### Clock wiring as the flow saved it

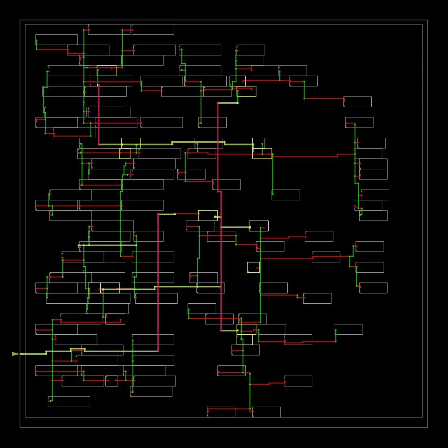
### Selected gate families

Drawn at 4 px/um.
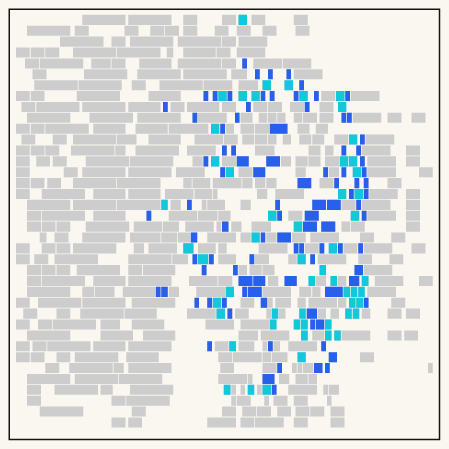
### Placement density heat map

Drawn at 2 px/um. The die is cut into 11 by 11 equal tiles; dark purple is low, yellow is high, 0 to 100% covered.
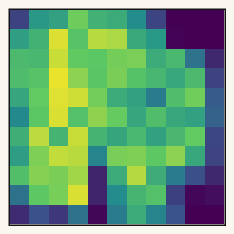
### Wires at chosen ports, followed through buffers

Drawn at 3 px/um.
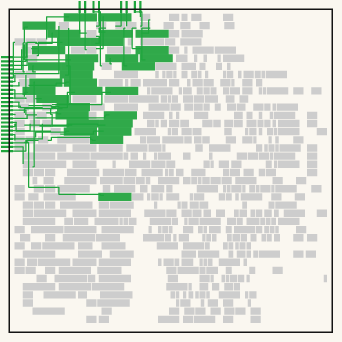
### Sequential cells grouped by signal name

Drawn at 3 px/um. Other sequential cells in the stronger grey, the rest of the logic in the fainter grey.
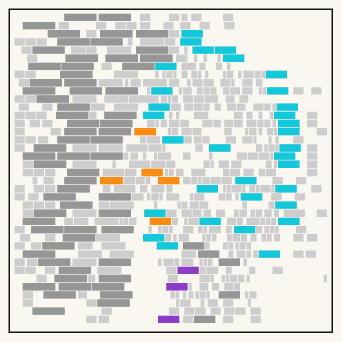
$ cat src/rtl/alu_pkg.sv
// Shared op codes, FSM encoding and op decode helpers for the bit-serial ALU controller.
package alu_pkg;

  localparam logic [2:0] OP_AND = 3'b000;
  localparam logic [2:0] OP_OR  = 3'b001;
  localparam logic [2:0] OP_ADD = 3'b010;
  localparam logic [2:0] OP_SUB = 3'b110;
  localparam logic [2:0] OP_SLT = 3'b111;

  localparam logic [1:0] ST_IDLE = 2'd0;
  localparam logic [1:0] ST_RUN  = 2'd1;
  localparam logic [1:0] ST_DONE = 2'd2;

  // Signed overflow is only meaningful for the adder path (ADD/SUB).
  function automatic logic op_is_add(input logic [2:0] op);
    return op[1:0] == OP_ADD[1:0];
  endfunction

  function automatic logic op_is_slt(input logic [2:0] op);
    return op[1:0] == OP_SLT[1:0];
  endfunction

endpackage

$ cat src/rtl/alu_serial_ctrl.sv
// Bit-serial controller: streams operands LSB-first through one external 1-bit ALU slice
// and assembles the full-width result with zero/overflow flags.
module alu_serial_ctrl
  import alu_pkg::*;
#(
  parameter int WIDTH = 32
) (
  input  logic             clk,
  input  logic             reset,
  input  logic             start,
  input  logic [WIDTH-1:0] a,
  input  logic [WIDTH-1:0] b,
  input  logic [2:0]       op,
  output logic             ready,
  output logic             done,
  output logic [WIDTH-1:0] result,
  output logic             zero,
  output logic             overflow,
  output logic             slice_a,
  output logic             slice_bin,
  output logic             slice_cin,
  output logic             slice_less,
  output logic [2:0]       slice_op,
  input  logic             slice_result,
  input  logic             slice_cout,
  input  logic             slice_set
);

  localparam int IW = (WIDTH > 1) ? $clog2(WIDTH) : 1;
  localparam logic [IW-1:0] LAST_IDX = IW'(WIDTH - 1);

  logic [1:0]       state;
  logic [WIDTH-1:0] a_q;
  logic [WIDTH-1:0] b_q;
  logic [2:0]       op_q;
  logic             carry;
  logic [IW-1:0]    idx;
  logic             run;
  logic             last;
  logic             accept;
  logic [WIDTH-1:0] result_next;

  assign run    = (state == ST_RUN);
  assign last   = run && (idx == LAST_IDX);
  assign ready  = (state == ST_IDLE);
  assign done   = (state == ST_DONE);
  assign accept = start && ready;

  assign slice_a    = run ? a_q[idx] : 1'b0;
  assign slice_bin  = run ? b_q[idx] : 1'b0;
  assign slice_cin  = run ? carry    : 1'b0;
  assign slice_less = 1'b0;
  assign slice_op   = op_q;

  // SLT takes the MSB sum bit into bit 0 on the final cycle; no overflow correction.
  always_comb begin
    result_next      = result;
    result_next[idx] = slice_result;
    if (last && op_is_slt(op_q)) begin
      result_next[0] = slice_set;
    end
  end

  // Operand capture: data-only registers, qualified by accept rather than reset.
  always_ff @(posedge clk) begin
    if (accept) begin
      a_q <= a;
      b_q <= b;
    end
  end

  always_ff @(posedge clk) begin
    if (reset) begin
      state    <= ST_IDLE;
      op_q     <= '0;
      carry    <= 1'b0;
      idx      <= '0;
      result   <= '0;
      zero     <= 1'b0;
      overflow <= 1'b0;
    end else begin
      case (state)
        ST_IDLE: begin
          if (accept) begin
            op_q     <= op;
            carry    <= op[2];
            idx      <= '0;
            result   <= '0;
            zero     <= 1'b0;
            overflow <= 1'b0;
            state    <= ST_RUN;
          end
        end
        ST_RUN: begin
          result <= result_next;
          carry  <= slice_cout;
          if (last) begin
            overflow <= op_is_add(op_q) & (carry ^ slice_cout);
            zero     <= (result_next == '0);
            state    <= ST_DONE;
          end else begin
            idx <= idx + 1'b1;
          end
        end
        ST_DONE: state <= ST_IDLE;
        default: state <= ST_IDLE;
      endcase
    end
  end

endmodule
$ cat config.mk
export PLATFORM = sky130hd
export DESIGN_NAME = alu_serial_ctrl
export DESIGN_NICKNAME = d
export VERILOG_FILES = /design/src/rtl/alu_pkg.sv /design/src/rtl/alu_serial_ctrl.sv
export SDC_FILE = /design/constraint.sdc
export NUM_CORES = 1
export LEC_CHECK = 0
export CORE_MARGIN = 1
export CORE_UTILIZATION = 45
export DETAILED_ROUTE_END_ITERATION = 10
export PLACE_DENSITY = 0.76
export SLEW_MARGIN = 30
export SYNTH_ARGS = -nofsm -noshare
export SYNTH_HDL_FRONTEND = slang
export SYNTH_SLANG_ARGS = --single-unit
$ cat constraint.sdc
create_clock -name clk -period 2.5 [get_ports clk]
set_input_delay 0.5 -clock clk [delete_from_list [all_inputs] [get_ports clk]]
set_output_delay 0.5 -clock clk [all_outputs]
set_load 0.005 [all_outputs]
==> results_dict.tcl <==
# flow metrics
set metrics [dict create \
    status "complete, but fails checks" \
    violations "setup timing" \
    grt_pass1_wl_um 17600 \
    rsz0062_at_grt "true" \
    layout_setup_ws_ps -326 \
    async_flop_share_pct 0 \
    via_per_inst 5.50 \
    critPathMaxStageDelay_ps 490 \
    ys_seq_share_pct 56.7 \
    synth_cells 412 \
    dp.cells 649 \
    ys_warn_count 0 \
    ys_sh_mux_pct 15.3 \
    cts_sinks 109 \
    finalSetupViolCount 3 \
    internal_power_w 0.00262 \
    ctsHoldBuffers 0 \
    synthDistinctLibCells 38 \
    power_frac_clock_pct 29.8 \
    clock_cell_area_share_pct 2.86 \
    antenna_found_initial 0 \
    p_total_w 0.00349 \
    met2WireLength_um 5570 \
    cts.clk_slew.worst_paths_ps 100 \
    synth_top_cell_by_count "nor2_1" \
    synthToLayoutAreaGrowth_pct 32.8 \
    synth_area_um2 4980 \
    fin_util_pct 61.3 \
    ys_sh_simple_pct 15.7 \
    ys_cells 412 \
    pwr-share-comb_pct 12.5 \
    cts_resized 18 \
    reg2reg_to "zero$_SDFFE_PP0P_" \
    yosysChipArea_um2 4980 \
    fin_crit_ps 2830 \
    routed_wl_um 11300 \
    hold_depth 2 \
]
## Picture notes: 'Clock wiring as the flow saved it'
CLK BUF: 9
Num CTS Buffers: 9
Clk. pwr: 0.00104 W
FFs & Latches: 109

## Picture notes: 'Selected gate families'
- cyan: inverting AOI/OAI gates (cells 55)
- blue: NOR gates (cells 96)
final std cells w/o fill: 672
Top cell excl fill/tap: clkdlybuf4s50_1
Comb/total area: 29.7%

## Picture notes: 'Placement density heat map'
- fullest tile: 97%
- emptiest ninth of the die: north-east
- nearly empty tiles: 8.3%
- mean over tiles: 56%
- tiles over 75% full: 28%

## Picture notes: 'Wires at chosen ports, followed through buffers'
- green: a (bits 32; direction input; edge 24 west, 8 north; end cells 32; buffers 32; wire 756 um)
PortBufs: 114
# IOs: 116

## Picture notes: 'Sequential cells grouped by signal name'
- cyan: result (placed flops 32)
- purple: slice_op (placed flops 3)
- orange: idx (placed flops 5; where centre)
Seq group: 0.00201 W
Reg area: 2820 um^2

Power figures rest on the tool's default switching activity, not on a simulated workload.
